**src/rtl/mem_sequencer_pkg.sv**
```systemverilog
// Shared control types for the memory block and its sequencer.
// Op and bus encodings follow the memory block's own decode.
package control;

    typedef enum logic [2:0] {
        NOP,
        READ,
        WRITE,
        INC,
        ABSOLUTE,
        REL_ADD,
        REL_SUB
    } memory_op_e;

    typedef enum logic {
        MAR = 1'b0,
        PC  = 1'b1
    } memory_bus_selector_e;

    typedef enum logic [2:0] {
        LOAD,
        STORE,
        JUMP,
        BR_FWD,
        BR_BACK
    } mem_cmd_e;

    typedef enum logic [3:0] {
        IDLE,
        F_RD0A,
        F_RD0B,
        F_RD1A,
        F_RD1B,
        F_INC,
        D_ADDR,
        D_RDA,
        D_RDB,
        D_WR,
        D_PC
    } mem_seq_state_e;

    typedef enum logic {
        GRANT_FETCH,
        GRANT_DATA
    } grant_e;

    function automatic logic is_mem_access(input mem_cmd_e c);
        return (c == LOAD) || (c == STORE);
    endfunction

    function automatic memory_op_e pc_op(input mem_cmd_e c);
        memory_op_e op;
        op = ABSOLUTE;
        unique case (c)
            BR_FWD:  op = REL_ADD;
            BR_BACK: op = REL_SUB;
            default: op = ABSOLUTE;
        endcase
        return op;
    endfunction

endpackage

```
**src/rtl/mem_sequencer.sv**
```systemverilog
// Round-robin sequencer sharing the memory block between
// instruction fetch and the execute stage's data/PC commands.
module mem_sequencer
    import control::*;
(
    input  logic                 clock,
    input  logic                 reset,
    input  logic                 fetch_req,
    output logic                 fetch_done,
    output logic [15:0]          instr,
    input  logic                 data_req,
    input  mem_cmd_e             data_cmd,
    input  logic [7:0]           data_addr,
    input  logic                 data_dws,
    input  logic [7:0]           data_wdata,
    output logic                 data_done,
    output logic [7:0]           data_rdata,
    output memory_op_e           mem_op,
    output memory_bus_selector_e mem_bus_sel,
    output logic                 mem_dws,
    output logic [7:0]           mem_wdata,
    input  logic [7:0]           mem_rdata
);

    mem_seq_state_e state, state_next;
    grant_e         last_grant;
    mem_cmd_e       cmd_q;
    logic [7:0]     addr_q;
    logic [7:0]     wdata_q;
    logic           dws_q;
    logic           grant_f;
    logic           grant_d;

    always_comb begin
        grant_f = 1'b0;
        grant_d = 1'b0;
        if (state == IDLE) begin
            unique case (1'b1)
                fetch_req && !data_req: grant_f = 1'b1;
                data_req && !fetch_req: grant_d = 1'b1;
                fetch_req && data_req: begin
                    grant_f = (last_grant == GRANT_DATA);
                    grant_d = (last_grant == GRANT_FETCH);
                end
                default: ;
            endcase
        end
    end

    always_comb begin
        state_next  = state;
        mem_op      = NOP;
        mem_bus_sel = MAR;
        mem_dws     = 1'b0;
        mem_wdata   = 8'h00;
        unique case (state)
            IDLE: begin
                if (grant_f)
                    state_next = F_RD0A;
                else if (grant_d)
                    state_next = is_mem_access(data_cmd)
                               ? D_ADDR : D_PC;
            end
            F_RD0A, F_RD0B: begin
                mem_op      = READ;
                mem_bus_sel = PC;
                state_next  = (state == F_RD0A) ? F_RD0B : F_RD1A;
            end
            F_RD1A, F_RD1B: begin
                mem_op      = READ;
                mem_bus_sel = PC;
                mem_dws     = 1'b1;
                state_next  = (state == F_RD1A) ? F_RD1B : F_INC;
            end
            F_INC: begin
                mem_op      = INC;
                mem_bus_sel = PC;
                state_next  = IDLE;
            end
            D_ADDR: begin
                mem_op     = ABSOLUTE;
                mem_wdata  = addr_q;
                state_next = (cmd_q == STORE) ? D_WR : D_RDA;
            end
            D_RDA, D_RDB: begin
                mem_op     = READ;
                mem_dws    = dws_q;
                state_next = (state == D_RDA) ? D_RDB : IDLE;
            end
            D_WR: begin
                mem_op     = WRITE;
                mem_dws    = dws_q;
                mem_wdata  = wdata_q;
                state_next = IDLE;
            end
            D_PC: begin
                mem_op      = pc_op(cmd_q);
                mem_bus_sel = PC;
                mem_wdata   = addr_q;
                state_next  = IDLE;
            end
            default: state_next = IDLE;
        endcase
    end

    // Command operands are latched at grant so a dropped request
    // cannot disturb an operation already in flight.
    always_ff @(posedge clock) begin
        if (reset) begin
            state      <= IDLE;
            last_grant <= GRANT_DATA;
            fetch_done <= 1'b0;
            data_done  <= 1'b0;
            instr      <= 16'h0000;
            data_rdata <= 8'h00;
            cmd_q      <= LOAD;
            addr_q     <= 8'h00;
            wdata_q    <= 8'h00;
            dws_q      <= 1'b0;
        end else begin
            state      <= state_next;
            fetch_done <= (state == F_INC);
            data_done  <= (state == D_RDB) || (state == D_WR)
                       || (state == D_PC);
            if (grant_f)
                last_grant <= GRANT_FETCH;
            if (grant_d) begin
                last_grant <= GRANT_DATA;
                cmd_q      <= data_cmd;
                addr_q     <= data_addr;
                wdata_q    <= data_wdata;
                dws_q      <= data_dws;
            end
            if (state == F_RD0B)
                instr[15:8] <= mem_rdata;
            if (state == F_RD1B)
                instr[7:0] <= mem_rdata;
            if (state == D_RDB)
                data_rdata <= mem_rdata;
        end
    end

endmodule

```
**config.mk**
```make
export PLATFORM = sky130hd
export DESIGN_NAME = mem_sequencer
export DESIGN_NICKNAME = d
export VERILOG_FILES = /design/src/rtl/mem_sequencer_pkg.sv /design/src/rtl/mem_sequencer.sv
export SDC_FILE = /design/constraint.sdc
export NUM_CORES = 1
export LEC_CHECK = 0
export ABC_AREA = 1
export CAP_MARGIN = 25
export CORE_ASPECT_RATIO = 0.6
export CORE_UTILIZATION = 42
export CTS_BUF_LIST = sky130_fd_sc_hd__clkbuf_8
export CTS_CLUSTER_DIAMETER = 200
export DETAILED_ROUTE_END_ITERATION = 6
export PLACE_DENSITY = 0.83
export SLEW_MARGIN = 20
export SYNTH_ARGS = -nofsm -noshare
export SYNTH_HDL_FRONTEND = slang
export SYNTH_SLANG_ARGS = --single-unit
```
**constraint.sdc**
```tcl
create_clock -name clock -period 1.1 [get_ports clock]
set_input_delay 0.22 -clock clock [delete_from_list [all_inputs] [get_ports clock]]
set_output_delay 0.22 -clock clock [all_outputs]
set_load 0.01 [all_outputs]
```
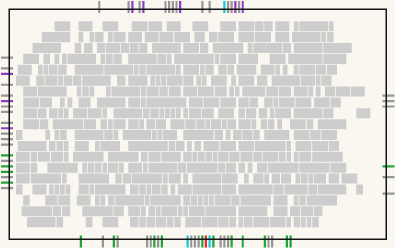
*Pin placement, run 1*
Scale: 4 px per um. Pins as bars across the die edge, other pins in gray.
legend:
  mem_dws:
    color: red
    pins: 1
    direction: output
    edge: bottom
  instr:
    color: green
    pins: 16
    direction: output
    edge: 11 bottom, 4 left, 1 right
  mem_op:
    color: cyan
    pins: 3
    direction: output
    edge: 2 bottom, 1 top
  mem_wdata:
    color: purple
    pins: 8
    direction: output
    edge: 5 top, 3 left

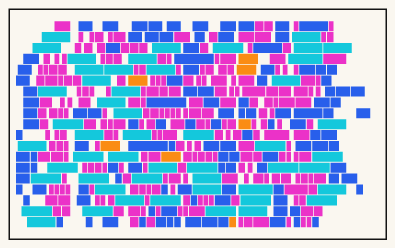
*Cells colored by class, run 1*
Scale: 4 px per um.
legend:
  clock drivers and dummy loads:
    color: orange
    cells: 7
  all other logic:
    color: magenta
    cells: 237
  other buffers and delay cells:
    color: blue
    cells: 119
  flip-flops:
    color: cyan
    cells: 51

==> flow_metrics.env, run 1 <==
# physical design summary
export IMPL_n_fill_cell=266
export IMPL_avgSynthCellArea_um2=7.13
export IMPL_portBuffers=70
export IMPL_grt_pass1_vias=2382
export IMPL_largest_area_cell="dfxtp_1"
export IMPL_ctsLongestPathBuffers=2
export IMPL_drtPass1Iterations=5
export IMPL_cp_start_kind="flop"
export IMPL_wl_per_cell_um=18.6
export IMPL_ff2ff_setup_slack_ns=-0.50
export IMPL_drt_iter0_drc=341
export IMPL_post_route_drc_count=0
export IMPL_top_area_share_pct=48.0
export IMPL_total_power_mw=7.54
export IMPL_vdd_drop_max_v=0.00120
export IMPL_via_per_inst=5.62
export IMPL_ios=71
export IMPL_relSlewSlack_pct=79.7
export IMPL_startpoint="state[2]"
export IMPL_p_per_area_nw_per_um2=2010
export IMPL_drv_cap=0
export IMPL_power_leakage_nw=1.56
export IMPL_hold_path_endpoint="state[0]"
export IMPL_status="finished with violations"
export IMPL_yosysChipArea_um2=2130
export IMPL_clkSlewWorstSetupHoldPaths_ns=0.09
export IMPL_stdcell_area_um2=3750
export IMPL_fin_util_pct=79.7
export IMPL_ant_nets=0
export IMPL_routed_wl_met2_um=3990
export IMPL_crit_fanout=3
export IMPL_post_dp_cell_area_um2=3140
export IMPL_grt_max_degree=36
export IMPL_yosysUniqueCellTypes=18
export IMPL_core_area_um2=4710
export IMPL_ys_flop_type="dfxtp_1"
export IMPL_grt_overflow=0
export IMPL_place_gp_congestion=0.889
export IMPL_routed_wl_met3_um=1130
export IMPL_syn_area_um2=2130
export IMPL_dp_hpwl_um=4410
export IMPL_antenna_found_initial=0
export IMPL_highest_layer="met4"
export IMPL_grt_use_met3_pct=7.33
export IMPL_report_final_slew_viol_count=0
export IMPL_synth_flops=51
export IMPL_final_cell_mix="nand2_1 (83), nand2_2 (44), clkdlybuf4s50_1 (30), dfxtp_1 (28), buf_4 (28)"
export IMPL_flops=51
export IMPL_nWellTaps=63
export IMPL_grt_pass1_wl_um=11700
export IMPL_finalCritPeriodShare_pct=164
export IMPL_ys_seq_share_pct=48.0
export IMPL_logic_area_um2=1300
export IMPL_hold_depth=2
export IMPL_cts_tree="done"
export IMPL_setup_viol=63
export IMPL_clock_sinks=51
export IMPL_synth_edff_count=0
export IMPL_h_tree_depth=2
export IMPL_buffers=119
export IMPL_violations="setup timing"
export IMPL_biggestCellCategory="multi-input combinational cells"
export IMPL_routed_wl_um=8880
export IMPL_crit_end="mem_wdata[0]"
export IMPL_seq_cell_share_pct=28.1
export IMPL_cp_arrival_ns=1.59
export IMPL_layout_setup_ws_ns=-0.705
export IMPL_syn2layout_area_growth_pct=76.5
export IMPL_flop_area_um2=1050
export IMPL_required_ns=0.88
export IMPL_critPathMaxStageDelay_ns=0.41
export IMPL_layoutNonFillerInstCount=477
export IMPL_cts_made_buffers=5
export IMPL_clock_fmax_ghz=0.554
export IMPL_reg2reg_from="state[3]"
export IMPL_crit_type="flop to output port"
export IMPL_use_met1_pct=37.9
export IMPL_vias=2680
export IMPL_crit_buf_inv=4
export IMPL_busiest_layer="met2"
export IMPL_fp_util_pct=45.2
export IMPL_layout_min_cycle_time_ns=1.81
export IMPL_inverters_excl_clock=19
export IMPL_ys_top_cells_by_count="nand2_1 (131), dfxtp_1 (51), a21oi_1 (48)"
export IMPL_rsz0062_at_grt="yes"
export IMPL_fin_nets=446
export IMPL_min_from="reset"
export IMPL_ys_cells=298
export IMPL_end_kind="output port"
export IMPL_die_w_um=93.8
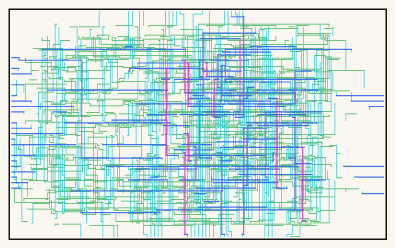
*Routed metal, one color a layer, run 1*
Scale: 4 px per um.
legend:
  met3:
    color: blue
    wire_length: 1130 um
  met4:
    color: magenta
    wire_length: 369 um
  met1:
    color: green
    wire_length: 3380 um
  met2:
    color: cyan
    wire_length: 3990 um

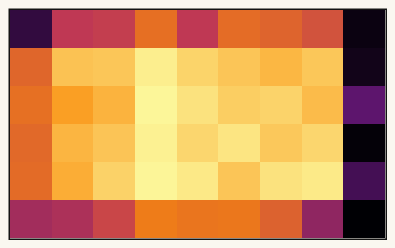
*Local utilization, run 1*
Scale: 4 px per um. 9 x 6 tiles, from black (low) to pale yellow (high), 0 to 100% covered.
mean over tiles: 69%
nearly empty tiles: 3.7%
fullest tile: 98%

[run 1: flip-flops by register name, summed over array words and instances (netlist names)]
signal / flops
state: 4
data_rdata: 8
instr: 16
dws_q: 1
addr_q: 8
last_grant: 1
fetch_done: 1
data_done: 1
cmd_q: 3
wdata_q: 8
[run 1: where the power goes]
part	total (mW)	switching [mW]	internal, mW
clock	1.08	0.640	0.437
sequential	2.50	0.286	2.21
combinational	3.97	2.18	1.79
total	7.54	3.11	4.44
[run 1: logic make-up after synthesis]
kind of cell	share of synthesized area, %
AND-OR/OR-AND	11.3
buffers and inverters	6.36
flip-flops	48.0
AND/OR/NAND/NOR	34.3
[run 1: timing repair]
item                                    CTS  global route
setup buffers                            10            10
hold buffers                              0             0
pin swaps                                27            27
gates cloned                              4             0
endpoints found under the setup margin   88            88
gates resized                           178            98
--- run 2 (diff from run 1) ---
TNS_END_PERCENT = 100   (was not set)
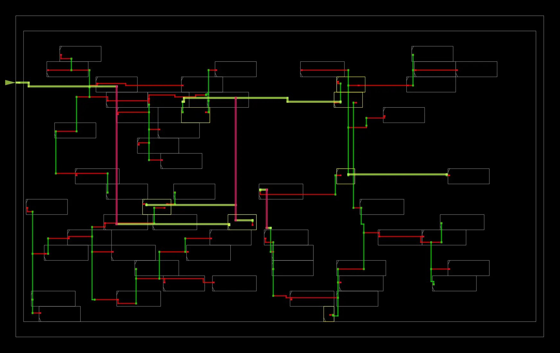
*Clock nets, run 2*
clk_skew: 0.00415 ns
clock buffer count: 5
Clock Power: 1.08 mW
flip-flops: 51

==> flow_metrics.env, run 2 <==
# physical design summary
export IMPL_syn2layout_area_growth_pct=76.5
export IMPL_top_area_share_pct=48.0
export IMPL_end_kind="output port"
export IMPL_ctsLongestPathBuffers=2
export IMPL_n_fill_cell=266
export IMPL_status="finished with violations"
export IMPL_avgSynthCellArea_um2=7.13
export IMPL_largest_area_cell="dfxtp_1"
export IMPL_layoutNonFillerInstCount=477
export IMPL_final_cell_mix="nand2_1 (83), nand2_2 (44), clkdlybuf4s50_1 (30), dfxtp_1 (28), buf_4 (28)"
export IMPL_vdd_drop_max_v=0.00120
export IMPL_crit_fanout=3
export IMPL_p_comb_share_pct=52.6
export IMPL_fin_nets=446
export IMPL_core_area_um2=4710
export IMPL_postCtsHoldBufs=0
export IMPL_maxPowerGroup="combinational logic"
export IMPL_vias=2680
export IMPL_fin_util_pct=79.7
export IMPL_place_gp_congestion=0.889
export IMPL_ios=71
export IMPL_clock_fmax_ghz=0.554
export IMPL_p_per_area_nw_per_um2=2010
export IMPL_layout_min_cycle_time_ns=1.81
export IMPL_yosysChipArea_um2=2130
export IMPL_drv_cap=0
export IMPL_grt_pass1_wl_um=11700
export IMPL_synth_flops=51
export IMPL_antenna_found_initial=0
export IMPL_ys_cells=298
export IMPL_finalCritPeriodShare_pct=164
export IMPL_report_final_slew_viol_count=0
export IMPL_drtPass1Iterations=5
export IMPL_power_switching_mw=3.11
export IMPL_largest_register_ff_count=16
export IMPL_ys_top_cells_by_count="nand2_1 (131), dfxtp_1 (51), a21oi_1 (48)"
export IMPL_switching_share_pct=41.2
export IMPL_h_tree_depth=2
export IMPL_crit_buf_inv=4
export IMPL_ys_seq_share_pct=48.0
export IMPL_setup_viol=63
export IMPL_synth_edff_count=0
export IMPL_clockPowerShare_pct=14.3
export IMPL_post_dp_cell_area_um2=3140
export IMPL_cts_made_buffers=5
export IMPL_grt_overflow=0
export IMPL_pg_comb_mw=3.97
export IMPL_crit_end="mem_wdata[0]"
export IMPL_reg2reg_from="state[3]"
export IMPL_relSlewSlack_pct=79.7
export IMPL_violations="setup timing"
export IMPL_cts_tree="done"
export IMPL_pg_seq_mw=2.50
export IMPL_cp_start_kind="flop"
export IMPL_min_from="reset"
export IMPL_layout_setup_ws_ns=-0.705
export IMPL_die_w_um=93.8
export IMPL_hold_path_endpoint="state[0]"
export IMPL_grt_max_degree=36
export IMPL_fp_util_pct=45.2
export IMPL_ys_flop_type="dfxtp_1"
export IMPL_power_leakage_nw=1.56
export IMPL_clock_sinks=51
export IMPL_ff2ff_setup_slack_ns=-0.50
export IMPL_cp_arrival_ns=1.59
export IMPL_largest_register="instr"
export IMPL_wl_per_cell_um=18.6
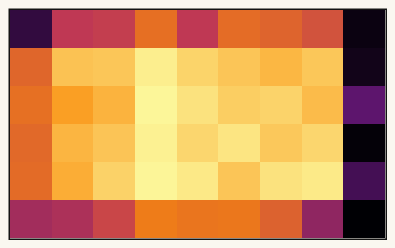
*Local utilization, run 2*
Scale: 4 px per um. 9 x 6 tiles, from black (low) to pale yellow (high), 0 to 100% covered.
mean over tiles: 69%
fullest tile: 98%
nearly empty tiles: 3.7%

-- run 2: logic make-up (layout without fill, tap and decap cells) --
family / Yosys count / in the layout / synth area share, %
DFF: 51 / 51 / 48.0
buffers and inverters: 29 / 145 / 6.36
and+or+nand+nor: 170 / 170 / 34.3
AOI/OAI and AO/OA: 48 / 48 / 11.3
-- run 2: final cells by class --
cell class              instances  area (um2)  area share [%]
repair inverters                1        7.51           0.200
flip-flops and latches         51        1050            28.1
clock buffers                   5        68.8            1.83
inverters                      18        86.3            2.30
repair buffers                119        1140            30.4
clock inverters                 2        13.8           0.367
well taps                      63        78.8            2.10
multi-input cells             218        1300            34.7
-- run 2: per-layer routing --
layer	track usage [%]	up-vias	share of wire, %
met4	12.7	0	4.2
met5	0	-	0
met2	45.6	201	45
met1	37.9	1243	38
li1	-	1182	-
met3	7.33	54	13
Power is estimated from default activity; no workload was simulated.
